==> images/layer_met1.png <==
Scale bar: 20 um. Supply wires on this layer in grey. Cells faint in the background.
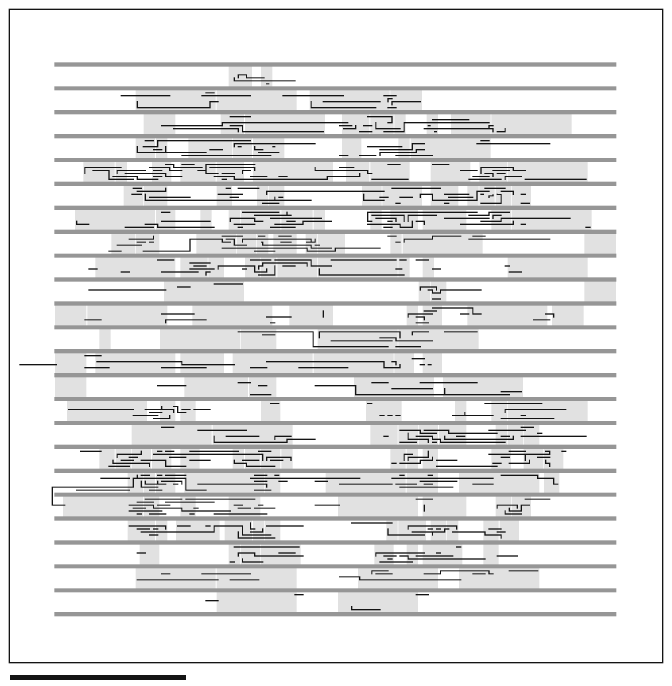
==> images/flops_by_reg.png <==
Scale bar: 20 um.
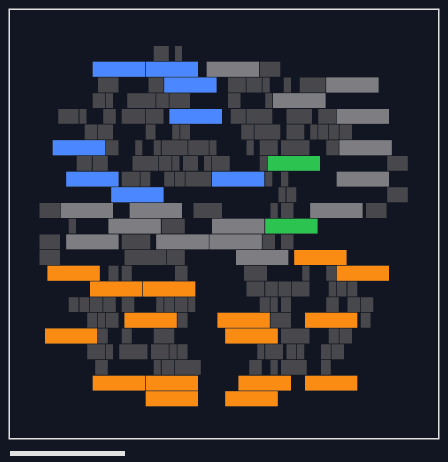
==> images/io_fan.png <==
Scale bar: 20 um.
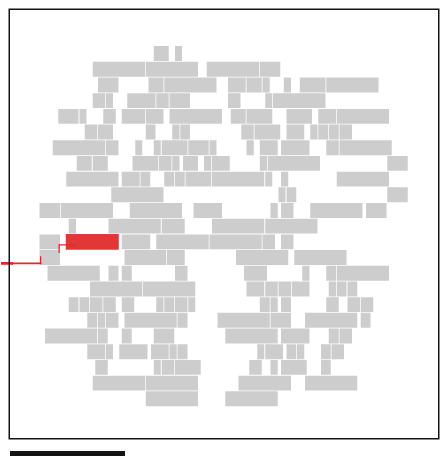
[config.mk]
export PLATFORM = sky130hd
export DESIGN_NAME = coin_input_conditioner
export DESIGN_NICKNAME = d
export VERILOG_FILES = /design/src/rtl/coin_input_conditioner.sv
export SDC_FILE = /design/constraint.sdc
export NUM_CORES = 1
export LEC_CHECK = 0
export CAP_MARGIN = 30
export CORE_MARGIN = 5
export CORE_UTILIZATION = 45
export CTS_CLUSTER_SIZE = 10
export DETAILED_ROUTE_END_ITERATION = 16
export GPL_TIMING_DRIVEN = 0
export SLEW_MARGIN = 20
export SYNTH_ARGS = -nofsm -noshare
export SYNTH_HDL_FRONTEND = slang
export SYNTH_SLANG_ARGS = --single-unit
[constraint.sdc]
create_clock -name clk -period 2.26 [get_ports clk]
set_input_delay 0.339 -clock clk [delete_from_list [all_inputs] [get_ports clk]]
set_output_delay 0.339 -clock clk [all_outputs]
set_load 0.01 [all_outputs]
[src/rtl/coin_input_conditioner.sv]
// Coin sensor front end: 2-flop sync, per-channel debounce, pending flags and a gap-enforcing pulse scheduler.
// Optional audit counters (cnt_half, cnt_one, cnt_drop) are built only when COIN_AUDIT_CNT_EN is defined.
module coin_input_conditioner #(
    parameter int DEB_CYCLES = 16,
    parameter int GAP_CYCLES = 2
) (
    input  logic       clk,
    input  logic       rst,
    input  logic       raw_half,
    input  logic       raw_one,
    output logic [1:0] coin,
    output logic       drop
`ifdef COIN_AUDIT_CNT_EN
    ,
    output logic [7:0] cnt_half,
    output logic [7:0] cnt_one,
    output logic [7:0] cnt_drop
`endif
);

    localparam logic [7:0] DEB_LAST = 8'(DEB_CYCLES - 1);
    localparam logic [7:0] GAP_LOAD = 8'(GAP_CYCLES);

    typedef enum logic [1:0] {
        S_IDLE,
        S_PULSE,
        S_GAP
    } state_t;

    // Channel index 0 is the 0.5-unit slot, index 1 the 1-unit slot, matching the coin bit order.
    logic [1:0] raw_vec;
    logic [1:0] pend;
    logic [1:0] rise_evt;
    logic [1:0] drop_evt;
    logic [1:0] clr;

    assign raw_vec = {raw_one, raw_half};

    genvar gi;
    generate
        for (gi = 0; gi < 2; gi++) begin : gen_ch
            logic       sync1_reg;
            logic       sync2_reg;
            logic       deb_reg;
            logic       deb_d_reg;
            logic       pend_reg;
            logic [7:0] cnt_reg;

            assign rise_evt[gi] = deb_reg & ~deb_d_reg;
            assign pend[gi]     = pend_reg;
            // A clear coinciding with a new event keeps the flag set, so that event is not lost.
            assign drop_evt[gi] = rise_evt[gi] & pend_reg & ~clr[gi];

            always_ff @(posedge clk or posedge rst) begin
                if (rst) begin
                    sync1_reg <= 1'b0;
                    sync2_reg <= 1'b0;
                    deb_reg   <= 1'b0;
                    deb_d_reg <= 1'b0;
                    pend_reg  <= 1'b0;
                    cnt_reg   <= 8'd0;
                end else begin
                    sync1_reg <= raw_vec[gi];
                    sync2_reg <= sync1_reg;
                    deb_d_reg <= deb_reg;
                    if (sync2_reg == deb_reg) begin
                        cnt_reg <= 8'd0;
                    end else if (cnt_reg == DEB_LAST) begin
                        deb_reg <= sync2_reg;
                        cnt_reg <= 8'd0;
                    end else begin
                        cnt_reg <= cnt_reg + 8'd1;
                    end
                    if (rise_evt[gi]) begin
                        pend_reg <= 1'b1;
                    end else if (clr[gi]) begin
                        pend_reg <= 1'b0;
                    end
                end
            end
        end
    endgenerate

    state_t     state_reg, state_next;
    logic [1:0] sel_reg, sel_next;
    logic [7:0] gap_reg, gap_next;
    logic [1:0] coin_reg, coin_next;
    logic       drop_reg;

    always_ff @(posedge clk or posedge rst) begin
        if (rst) begin
            state_reg <= S_IDLE;
            sel_reg   <= 2'b00;
            gap_reg   <= 8'd0;
            coin_reg  <= 2'b00;
            drop_reg  <= 1'b0;
        end else begin
            state_reg <= state_next;
            sel_reg   <= sel_next;
            gap_reg   <= gap_next;
            coin_reg  <= coin_next;
            drop_reg  <= |drop_evt;
        end
    end

    always_comb begin
        state_next = state_reg;
        sel_next   = sel_reg;
        gap_next   = gap_reg;
        coin_next  = 2'b00;
        clr        = 2'b00;
        case (state_reg)
            S_IDLE: begin
                if (pend[0]) begin
                    clr[0]     = 1'b1;
                    sel_next   = 2'b01;
                    state_next = S_PULSE;
                end else if (pend[1]) begin
                    clr[1]     = 1'b1;
                    sel_next   = 2'b10;
                    state_next = S_PULSE;
                end
            end
            S_PULSE: begin
                coin_next  = sel_reg;
                gap_next   = GAP_LOAD;
                state_next = S_GAP;
            end
            S_GAP: begin
                // Leave once the decremented count lands on 1 (or below, for a gap of 1).
                gap_next = gap_reg - 8'd1;
                if (gap_reg <= 8'd2) begin
                    state_next = S_IDLE;
                end
            end
            default: state_next = S_IDLE;
        endcase
    end

    assign coin = coin_reg;
    assign drop = drop_reg;

`ifdef COIN_AUDIT_CNT_EN
    logic [7:0] cnt_half_reg, cnt_one_reg, cnt_drop_reg;

    always_ff @(posedge clk or posedge rst) begin
        if (rst) begin
            cnt_half_reg <= 8'd0;
            cnt_one_reg  <= 8'd0;
            cnt_drop_reg <= 8'd0;
        end else begin
            if (coin_next == 2'b01 && cnt_half_reg != 8'hFF) cnt_half_reg <= cnt_half_reg + 8'd1;
            if (coin_next == 2'b10 && cnt_one_reg != 8'hFF)  cnt_one_reg  <= cnt_one_reg + 8'd1;
            if ((|drop_evt) && cnt_drop_reg != 8'hFF)        cnt_drop_reg <= cnt_drop_reg + 8'd1;
        end
    end

    assign cnt_half = cnt_half_reg;
    assign cnt_one  = cnt_one_reg;
    assign cnt_drop = cnt_drop_reg;
`endif

endmodule

==> Changelog: implementation <==
### Changed

- Layout multi-input combinational cell count: 119
- Number of nets in the finished design: 195
- Num rows: 23
- Cell area after technology mapping: 1854 um2
- Final clock skew: 0.006404 ns
- Well-tap cell count: 50
- Top cell class by occupied area: sequential cells
- Global route overflow: 0
- Sw power: 636.4 uW
- Max FFs per register: 16
- Tcrit/Tclk final: 0.8914
- Instance count of the mapped netlist: 169
- Net Count, Synth: 181
- Antenna fix cells: 0
- Portion of total power attributed to sequential cells: 0.459
- Total negative slack for setup checks: 0 ns
- First-pass GRT wire length: 5720 um
- Pin count of the biggest net entering global routing: 35
- Synth warnings: 0
- Detailed placer's ending HPWL: 2130 um
- Final Hold Violation Tally: 0
- XOR/XNOR Area Share: 0.03306
- # DRC: 0
- Adder-Cell Fraction of Synth Area: 0.05398
- Count of library flops with an enable pin: 0
- Clock-pin transition on the worst setup and hold timing paths: 0.08 ns
- Setup Buffers After CTS: 0
- Flip-flops: 41
- Sequential area share after synthesis: 0.5533
- Maximum buffer depth of the clock tree: 2
- Startpoint class of the critical path: register
- Actual transition at the worst max-transition pin: 0.4542 ns
- Distinct cell type count of the synthesized netlist: 39
- Combinational gate area: 794.5 um2
- Non-Clock Buffer Area Fraction: 0.04024
- Yosys cell count: 169
- Unrepaired setup endpoints after global routing: no
- RePlAce Congestion: 0.8291
- GRT Overall Usage: 0.1362
- Cts bufs inserted: 5
- Std-Cell Core Area: 4000 um2
- Largest stage delay on the critical path: 0.51 ns
- Number of global-route vias before repair: 1336
- Fraction of registers with async set or reset after synthesis: 1.000
- Remaining antenna violation count: 0
- CP max stage cell: or4b_1
- Time the worst path needs with I/O delays and setup: 2.015 ns
- Combinational family with the most area after synthesis: simple AND/OR/NAND/NOR gates
- Combinational fraction of the cell area: 0.3814
- Clock network power consumption: 480 uW
- Post-placement cell count: 226
- Worst Path Buf+Inv: 1
- Ys flops: 41
- Leak: 0.9341 nW
- CP cell instances: inv_1 -> ha_1 -> or4b_1 -> or4_1 -> a21boi_0
- Number of cells on the worst reg-to-reg path: 5
- Class of the most critical setup path: reg -> reg
- Max capacitance violation total: 0
- Worst-path fanout max: 5
- Most frequently used flop master after synthesis: dfrtp_1
- Status: finished, final reports clean
- Number of buffers outside the clock class in the layout: 8
- Comb power: 569 uW
- Timing-limited maximum frequency: 496.4 MHz
- Simple Share, Synth: 0.1943
- CTS tree: done
- Clock sink count: 41
- Worst IR Drop VDD: 507.6 uV
- Overall power: 1.938 mW
- Area growth from synthesis to final layout: 12.35%
- Count of clock-net buffers in the final layout: 7
- Cell Pwr Density: 930.4 nW/um2
- Power Internal: 1.302 mW
- Die Width: 74.19 um
- Starting density of the core: 0.4636
- Inverters: 8
- Most common cell after layout, fill and taps aside: dfrtp_1
- Clock share of power: 0.248
- Data required time at the worst endpoint: 2.47 ns
- Count of placed standard cells in the final layout, fillers left out: 233
- Hold crit path type: in -> async
- Die y size: 74.19 um
- Yosys stat chip area: 1854 um2
- Initial antenna violation count: 0
- First-pass iteration count of the detailed router: 4
- Comb pwr share: 0.293
- Root buffer cell: clkbuf_8
- Violation count after the first detailed-routing iteration: 43
- Worst hold slack: 0.2655 ns
- Post-synthesis mux area share: 0.02834
- Relative slew margins: 0.6944
- Count of tool warnings: 30
- Cts hold-fix bufs: 0
- Worst path top cell family by delay: simple AND/OR/NAND/NOR gates
- Switching share of power: 0.3283
- Total of fill cells in the finished design: 346
- Layout cells sized above 1: 0.09290
- Critical path depth in cells: 5
- WL per Instance: 13.20 um
- Floorplan die area: 5504 um2
- Number of pins with negative max-slew slack in the final report: 0
- Worst Path Arrival: 2.23 ns
- Highest-count cells in the layout ignoring fill and taps: dfrtp_1, nand2_1, a21oi_1, o21ai_0
- Number of gates given a new drive strength after cts: 0
- Final-layout clock-cell area share: 0.04144
- Final tally of setup violations: 0
- And-or/or-and share of the synthesized area: 0.1188
- Maximum level of the CTS H-tree: 2
- Average cell area after synthesis: 10.97 um2
- Biggest consumer: registers
- Average via count per standard cell: 5.429
- Clk Latency, worst-skew pair: 0.30 ns
- Category of the worst setup path capture point: register
-- layer_met1.png (at the start) --
- wire length on this layer: 1490 um
- main direction: horizontal
met1 demand-to-capacity share in global routing: 0.1634
total detailed-routing wirelength: 3075 um
routed vias: 1265

-- flops_by_reg.png (at the start) --
- gap_reg: blue (placed flops 8)
- gen_ch.cnt_reg: orange (placed flops 16)
- gen_ch.pend_reg: green (placed flops 2)
- not coloured: 15
sequential-cell power consumption: 890 uW
storage element area: 1026 um2
sequential portion of the cell area: 0.4925
fraction of the core area covered by cells at the end of the flow: 0.5208

-- io_fan.png (at the start) --
- raw_half: red (bits 1; direction input; edge left; end cells 1; buffers 1; wire 10.1 um)
PortBufs: 6
Top-Level Pins: 7

## Yosys cell counts (2+ instances only)
cell	instances	share of area
mux2i_1	3	0.016
or3_1	9	0.030
xor2_1	2	0.0094
dfrtp_1	41	0.55
nor2_1	9	0.018
xnor2_1	5	0.024
nand3_1	7	0.019
nor2b_1	5	0.017
nand4_1	2	0.0067
nor4_1	3	0.010
inv_1	8	0.016
nand2b_1	5	0.017
a41o_1	2	0.011
o21ai_0	10	0.027
mux2_2	2	0.012
o31ai_1	3	0.012
ha_1	8	0.054
a21oi_1	11	0.030
nand2_1	13	0.026
and2_1	2	0.0067
## worst paths after layout
path | start | end | slack (ns)
max in group asynchronous | rst | gen_ch[1].cnt_reg[4]$_DFF_PP0_ | 1.58
worst max register to register | state_reg[0]$_DFFE_PP0P_ | gap_reg[5]$_DFFE_PP0P_ | 0.25
worst max-delay path | state_reg[0]$_DFFE_PP0P_ | gap_reg[5]$_DFFE_PP0P_ | 0.25
worst min register to register | gen_ch[0].sync1_reg$_DFF_PP0_ | gen_ch[0].sync2_reg$_DFF_PP0_ | 0.35
worst min-delay path | rst | gen_ch[1].cnt_reg[2]$_DFF_PP0_ | 0.27
min in group clk | gen_ch[0].sync1_reg$_DFF_PP0_ | gen_ch[0].sync2_reg$_DFF_PP0_ | 0.35
## per-layer routing
layer | vias to the layer above | GRT usage | share of wire
li1 | 632 | - | -
met1 | 612 | 0.1634 | 0.49
met2 | 16 | 0.2175 | 0.46
met3 | 5 | 0.05405 | 0.040
met4 | 0 | 0.05835 | 0.014
met5 | - | 0 | 0
## stage by stage
stage	setup slack, ns	area (um2)
2_1_floorplan	0.4336	1854
3_3_place_gp	0.1797	1977
3_5_place_dp	0.2713	1997
4_1_cts	0.2429	2083
5_1_grt	0.1366	2083
6_report	0.2454	2083
Power figures rest on the tool's default switching activity, not on a simulated workload.
